Figure 1. A small window of the routed layout.
Region (140, 37) to (170, 67) um. Cells in gray, sequential cells in the stronger gray; small squares are vias.
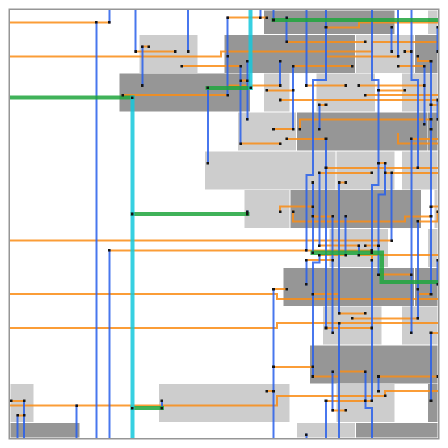
Figure 2. Routed clock nets over the placement.
The bar under the picture is 50 um long.
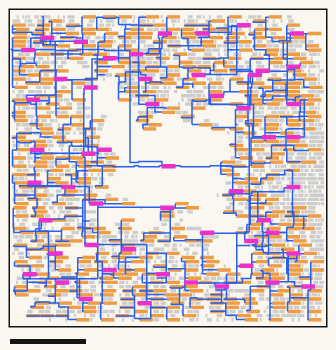
Figure 3. Sequential cells colored by netlist name.
The bar under the picture is 50 um long.
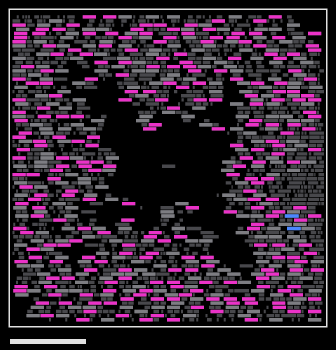
Figure 4. Drive-strength map.
The bar under the picture is 50 um long.
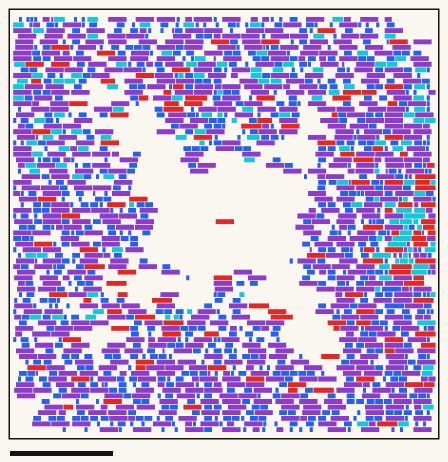
Figure 5. Clock nets.
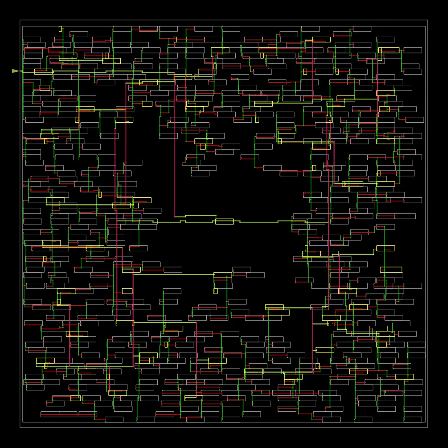
===== config.mk =====
export PLATFORM = sky130hd
export DESIGN_NAME = chunk_deserializer
export DESIGN_NICKNAME = d
export VERILOG_FILES = /design/src/rtl/chunk_deserializer.sv
export SDC_FILE = /design/constraint.sdc
export NUM_CORES = 1
export LEC_CHECK = 0
export CAP_MARGIN = 20
export CORE_UTILIZATION = 48
export DETAILED_ROUTE_END_ITERATION = 12
export GPL_ROUTABILITY_DRIVEN = 1
export GPL_TIMING_DRIVEN = 0
export PLACE_DENSITY = 0.78
export REMOVE_ABC_BUFFERS = 1
export SETUP_SLACK_MARGIN = 0.05
export SYNTH_ARGS = -nofsm -noshare
export SYNTH_HDL_FRONTEND = slang
export SYNTH_SLANG_ARGS = --single-unit
export TNS_END_PERCENT = 10

===== constraint.sdc =====
create_clock -name clk -period 1.73 [get_ports clk]
set_input_delay 0.346 -clock clk [delete_from_list [all_inputs] [get_ports clk]]
set_output_delay 0.346 -clock clk [all_outputs]
set_load 0.05 [all_outputs]

===== src/rtl/chunk_deserializer.sv =====
// Gathers NUM_CORES chunks from a serial valid/ready stream into one wide word
// for the core array input bus; chunk 0 lands in the least significant slot.
module chunk_deserializer #(
    parameter int WIDTH      = 16,
    parameter int CHUNK_SIZE = 4,
    parameter int NUM_CORES  = 4,
    parameter int CW         = WIDTH * CHUNK_SIZE,
    parameter int IDXW       = (NUM_CORES > 1) ? $clog2(NUM_CORES) : 1
) (
    input  logic                    clk,
    input  logic                    rst_n,
    input  logic                    clear,
    input  logic                    in_valid,
    output logic                    in_ready,
    input  logic [CW-1:0]           in_data,
    output logic                    out_valid,
    input  logic                    out_ready,
    output logic [CW*NUM_CORES-1:0] out_data,
    output logic [IDXW-1:0]         chunk_idx,
    output logic                    busy
);

    typedef enum logic [0:0] {
        ST_COLLECT = 1'b0,
        ST_PENDING = 1'b1
    } state_t;

    state_t                  state_q,     state_d;
    logic [IDXW-1:0]         chunk_idx_q, chunk_idx_d;
    logic                    out_valid_q, out_valid_d;
    logic [CW*NUM_CORES-1:0] out_data_q,  out_data_d;
    logic [CW*NUM_CORES-1:0] fill_q,      fill_d;

    logic                    accept_s;
    logic                    last_s;
    logic                    slot_free_s;
    logic [CW*NUM_CORES-1:0] word_s;

    assign in_ready    = (state_q == ST_COLLECT);
    assign accept_s    = in_valid & in_ready;
    assign last_s      = (chunk_idx_q == IDXW'(NUM_CORES - 1));
    assign slot_free_s = ~out_valid_q | out_ready;

    assign out_valid = out_valid_q;
    assign out_data  = out_data_q;
    assign chunk_idx = chunk_idx_q;
    assign busy      = (chunk_idx_q != {IDXW{1'b0}}) | (state_q == ST_PENDING);

    // Word completed by the incoming last chunk, bypassing the fill register
    always_comb begin
        word_s = fill_q;
        word_s[(NUM_CORES-1)*CW +: CW] = in_data;
    end

    // Next-state logic for the collect/pending FSM, fill register and output slot
    always_comb begin
        state_d     = state_q;
        chunk_idx_d = chunk_idx_q;
        out_data_d  = out_data_q;
        fill_d      = fill_q;

        // A transfer empties the slot unless a load below refills it in the same cycle
        if (out_valid_q && out_ready) begin
            out_valid_d = 1'b0;
        end else begin
            out_valid_d = out_valid_q;
        end

        if (clear) begin
            state_d     = ST_COLLECT;
            chunk_idx_d = {IDXW{1'b0}};
            out_valid_d = 1'b0;
        end else begin
            case (state_q)
                ST_COLLECT: begin
                    if (accept_s && !last_s) begin
                        for (int i = 0; i < NUM_CORES; i++) begin
                            if (chunk_idx_q == IDXW'(i)) begin
                                fill_d[i*CW +: CW] = in_data;
                            end else begin
                                fill_d[i*CW +: CW] = fill_q[i*CW +: CW];
                            end
                        end
                        chunk_idx_d = chunk_idx_q + IDXW'(1);
                    end else if (accept_s && slot_free_s) begin
                        out_data_d  = word_s;
                        out_valid_d = 1'b1;
                        chunk_idx_d = {IDXW{1'b0}};
                    end else if (accept_s) begin
                        // Consumer still holds the previous word: park the full word
                        fill_d  = word_s;
                        state_d = ST_PENDING;
                    end else begin
                        state_d = ST_COLLECT;
                    end
                end
                ST_PENDING: begin
                    if (slot_free_s) begin
                        out_data_d  = fill_q;
                        out_valid_d = 1'b1;
                        chunk_idx_d = {IDXW{1'b0}};
                        state_d     = ST_COLLECT;
                    end else begin
                        state_d = ST_PENDING;
                    end
                end
                default: begin
                    state_d     = ST_COLLECT;
                    chunk_idx_d = {IDXW{1'b0}};
                    out_valid_d = 1'b0;
                end
            endcase
        end
    end

    // State and datapath registers with asynchronous reset
    always_ff @(posedge clk or negedge rst_n) begin
        if (!rst_n) begin
            state_q     <= ST_COLLECT;
            chunk_idx_q <= {IDXW{1'b0}};
            out_valid_q <= 1'b0;
            out_data_q  <= {(CW*NUM_CORES){1'b0}};
            fill_q      <= {(CW*NUM_CORES){1'b0}};
        end else begin
            state_q     <= state_d;
            chunk_idx_q <= chunk_idx_d;
            out_valid_q <= out_valid_d;
            out_data_q  <= out_data_d;
            fill_q      <= fill_d;
        end
    end

endmodule


==> run summary <==
Entry: Yosys synthesis followed by OpenROAD place and route.

Clock tree:
- The run puts the worst-case clock buffer depth at 3.
- The run gives the clock slew seen by the registers of the worst setup and hold paths as 0.06 ns.
- The run puts the deepest level of the CTS H-tree at 2.
- The run gives the clock tree from TritonCTS as yes.
- The cell sitting at the root of the clock tree is a sky130_fd_sc_hd__clkbuf_16.

Global route:
- The run gives the global-route wire length before repair as 73.33 mm.
- Recorded from the global router log, the overflow total was 0.
- The number of global-route vias before repair came to 12250.
- Entering global routing, the biggest net connects 124 pins.
- Total global-route track usage over all layers is 21.93%.
- The number of antenna violations at the first check in global routing was 2.

STA:
- For the final routed database, the setup TNS stands at -110.61 ns.
- The run gives the worst-margin pin slew as 0.6640 ns.
- The run puts the fraction of the cycle the final worst path needs at 127.4%.
- The run puts the tightest slew margin relative to the limit at 55.73%.
- Setup repair after global routing could not meet its margin everywhere.
- The run gives the worst hold slack as 0.3640 ns.
- Max-slew check failures listed in the final report amount to 0.
- The run puts the slack of the critical path at -0.4748 ns.
- The routed design could run at a clock period as short as 2.205 ns.
- The run gives the maximum frequency from static timing analysis as 453.6 MHz.
- The run puts the final number of hold-violating endpoints at 0.
- The run gives the final-report setup violation count as 490.

Cells and area:
- The run gives the summed area of non-filler cells in the final layout as 25700 um2.
- From synthesis to final layout, the design area changed by 27.20%.
- The run puts the number of antenna cells inserted at 0.
- The run puts the tally of non-filler cells in the final layout at 2146.
- The final layout contains 1648 nets.
- The finished layout reports a core utilization of 62.37%.
- The run puts the ratio of cells with drive above 1 in the final layout at 61.71%.
- The run puts the filler cell count at 3003.

Detailed routing:
- Per the detail_route report, vias per standard cell equal 5.357.
- Per the post-route antenna check, the number of violating nets is 0.
- The final layout contains routed wiring with a total length of 48.36 mm.
- Across all layers, the routed design uses 11500 vias.
- The run gives the detailed router's first-iteration violation count as 609.
- The run puts the length of the first detailed-routing pass in iterations at 4.
- Per the detail_route report, DRC violations left total 0.
- The run gives the wire length per cell as 22.53 um.

Placement:
- The run puts the count of placed standard cells including taps at 2012.
- The run gives the post-placement setup slack as -1.726 ns.
- RePlAce ended its routability-driven mode at a weighted congestion of 0.7711.
- The run gives the HPWL reported at the end of detailed placement as 28.54 mm.
- The run puts the cell area reported after detailed placement at 24360 um2.
- The run puts the number of buffers inserted by port buffering at 329.

Critical path:
- Along the worst path, the maximum fanout reaches 5.
- Listed in order, past its start point the critical path passes ha_4, a21oi_4, nor3_4, buf_6, buf_16, buf_12, buf_16, buf_16, buf_16, buf_16, mux2_4.
- The run gives the type of origin of the critical path as a flip-flop.
- The run puts the largest stage delay on the critical path at 0.43 ns.
- The OpenROAD report gives the critical path a data arrival time of 2.68 ns.
- The run gives the critical path required time as 2.20 ns.
- The timing report shows that the slowest cell on the worst path is sky130_fd_sc_hd__dfrtp_2.
- By instance count, the cell type seen most on the critical path is sky130_fd_sc_hd__buf_16.
- The worst setup path is captured at a flip-flop.
- The run gives the buffers plus inverters on the worst setup path as 7.
- The setup path with the least slack is of type reg2reg.
- Grouping stages by cell kind, the critical path spends the most delay in buffers and inverters.

Synthesis:
- The run gives the total cells reported by yosys after synthesis as 1183.
- In this run, synthesis inferred 0 flip-flops with an integrated enable.
- After synthesis, the cell types taking the most area are sky130_fd_sc_hd__dfrtp_1 (64%), sky130_fd_sc_hd__mux2_2 (31%), sky130_fd_sc_hd__buf_4 (0.97%).
- The run gives the number of synthesized register bits as 516.
- The run gives the post-synthesis cell type count as 26.
- Among all flip-flop cells after synthesis, the most frequent one is sky130_fd_sc_hd__dfrtp_1.
- The run gives the total cell area reported by yosys after synthesis as 20200 um2.
- The run gives the cell count after synthesis as 1183.
- Sorting the Yosys area breakdown by cell type puts at the top sky130_fd_sc_hd__dfrtp_1.
- Each instance of the synthesized netlist takes up on average 17.08 um2.
- After synthesis, the share of flip-flops with an asynchronous set or reset is 100.0%.
- The run puts the netlist area before placement at 20200 um2.
- Yosys instantiated no cell more often than sky130_fd_sc_hd__mux2_2.
- Counting instances in the post-synthesis netlist gives the leading cell types as sky130_fd_sc_hd__mux2_2 (558), sky130_fd_sc_hd__dfrtp_1 (516), sky130_fd_sc_hd__buf_4 (26).
- The run gives the total number of yosys warnings as 0.
- The run puts the area fraction of the dominant cell type after synthesis at 63.92%.
- The run puts the post-synthesis sequential area ratio at 63.92%.

Die:
- Once the floorplan was initialized, standard cells occupied 49.03% of the core.
- The run gives the die outline area as 42910 um2.
- During I/O placement, the number of pins put on the boundary was 330.
- For reference, the placement row count at floorplan is 74.
- The run puts the floorplan die width at 207.2 um.
- Per the OpenROAD floorplan log, the area of the core is 41200 um2.
- The run gives the height of the die as 207.2 um.

Power and ir drop:
- The run gives the worst ir drop on vdd as 0.001039 V.
- The run gives the total power consumption of the routed design as 32.99 mW.
- The flow reported a cell area power density of 1284 nW/um2.
- The run gives the leakage power figure as 12.83 nW.

Worst hold path:
- The type recorded for the worst min-delay path is in2async.

Run:
- The logs give a warning total of 38.
- The run puts the count of max-cap constraint violations at 0.

Run status:
- The final reports fail on negative setup slack.
- The run finished, with violations left.
Back to the opening pictures, Figure 1:
legend:
  met1:
    color: orange
  met3:
    color: green
  met4:
    color: cyan
  met2:
    color: blue
netlist names of flops here include: fill_q (4), out_data (3)
most frequent: mux2_2 (8), dfrtp_1 (7)
cells with their middle in the window: 21
sequential cells in the window: 7

Back to the opening pictures, Figure 2:
legend:
  clock wires:
    color: blue
    length: 6010 um
  flip-flops:
    color: orange
    count: 516
  cells driving clock nets:
    color: magenta
    count: 53
routed clock nets: 54
flops lie: all over the die
clock share of power: 33.3%
clock network power consumption: 11.0 mW
clk_lat worst skew: 0.59 ns
skew final: 0.02057 ns

Back to the opening pictures, Figure 3:
legend:
  out_data:
    color: magenta
    placed_flops: 256
    where: all over the die
  chunk_idx:
    color: blue
    placed_flops: 2
not colored: 258

Back to the opening pictures, Figure 4:
legend:
  drive 2:
    color: blue
    cells: 743
  drive 6 and up:
    color: red
    cells: 118
  drive 1 or less:
    color: purple
    cells: 618
  drive 3 to 4:
    color: cyan
    cells: 135

Back to the opening pictures, Figure 5:
flip-flops: 516
number of buffers added by the clock tree synthesis step: 53
CTS sink count: 516
tally of clock buffers in the finished layout: 77

==> area by class of cell <==
| class | instances | area (um2) | share of cell area, % |
|---|---|---|---|
| flip-flops and latches | 516 | 12920 | 50.27 |
| multi-input cells | 603 | 7188 | 27.97 |
| repair buffers | 397 | 3222 | 12.54 |
| clock buffers | 77 | 1496 | 5.824 |
| well taps | 532 | 665.6 | 2.590 |
| clock inverters | 17 | 172.7 | 0.6720 |
| inverters | 4 | 32.53 | 0.1266 |
==> placed cells by master (no fill, tap or decap), types with 3 or more instances in the layout <==
cell type,instances
sky130_fd_sc_hd__clkbuf_1,16
sky130_fd_sc_hd__clkdlybuf4s50_1,66
sky130_fd_sc_hd__clkinv_2,10
sky130_fd_sc_hd__buf_2,119
sky130_fd_sc_hd__clkbuf_2,137
sky130_fd_sc_hd__buf_6,8
sky130_fd_sc_hd__buf_4,21
sky130_fd_sc_hd__mux2_2,473
sky130_fd_sc_hd__a21oi_1,4
sky130_fd_sc_hd__dfrtp_1,513
sky130_fd_sc_hd__nand4_4,3
sky130_fd_sc_hd__clkbuf_16,56
sky130_fd_sc_hd__buf_12,15
sky130_fd_sc_hd__buf_8,5
sky130_fd_sc_hd__clkbuf_8,8
sky130_fd_sc_hd__ha_4,4
sky130_fd_sc_hd__buf_16,20
sky130_fd_sc_hd__mux2_1,7
sky130_fd_sc_hd__mux2_4,96
sky130_fd_sc_hd__bufinv_16,3
==> worst paths after layout <==
| check | start | to | cells past startpoint | slack (ns) |
|---|---|---|---|---|
| setup reg to reg | chunk_idx[1] | out_data[29] | 11 | -0.47 |
| hold reg to reg | fill_q[219] | fill_q[219] | 1 | 0.49 |
| min in group clk | in_valid | chunk_idx[0] | 3 | 0.40 |
| setup / recovery | chunk_idx[1] | out_data[29] | 11 | -0.47 |
| max in group asynchronous | rst_n | out_data[122] | 4 | 0.22 |
| hold / removal | rst_n | fill_q[217] | 3 | 0.36 |
==> per-layer routing <==
| metal | vias up | wire [um] | global-route usage, % |
|---|---|---|---|
| met2 | 293 | 23830 | 35.96 |
| met1 | 6110 | 20370 | 28.72 |
| met5 | - | 12 | 0 |
| li1 | 5004 | - | - |
| met3 | 87 | 3086 | 5.625 |
| met4 | 2 | 1055 | 6.691 |
==> worst min-delay path, delay by kind of cell <==
family	cells	cell delay, ns
buffers and inverters	3	0.95
==> where the power goes <==
group | internal [mW] | leakage [nW] | switching (mW)
logic | 2.50 | 5.22 | 4.33
clock network | 6.42 | 0.820 | 4.57
registers | 14.1 | 6.79 | 1.05
total | 23.0 | 12.8 | 9.95
==> registers in the layout (all words and copies together), names as in the netlist <==
signal and flops:
out_valid 1, chunk_idx 2, state_q 1, fill_q 256
out_data 256
==> kinds of logic after synthesis <==
family / share of synthesized area (%)
multiplexers: 32.31
flip-flops: 63.92
buffers and inverters: 2.564
AND/OR/NAND/NOR: 0.7928
AND-OR/OR-AND: 0.1672
adder cells (fa/ha/maj): 0.2477
==> repair_timing <==
item	4_1_cts	5_1_grt
gates cloned	2	3
gates resized	646	393
pin swaps	7	5
hold endpoints to repair	42	0
hold buffers	2	0
setup buffers	23	11
endpoints found under the setup margin	775	654
Power figures rest on the tool's default switching activity, not on a simulated workload.
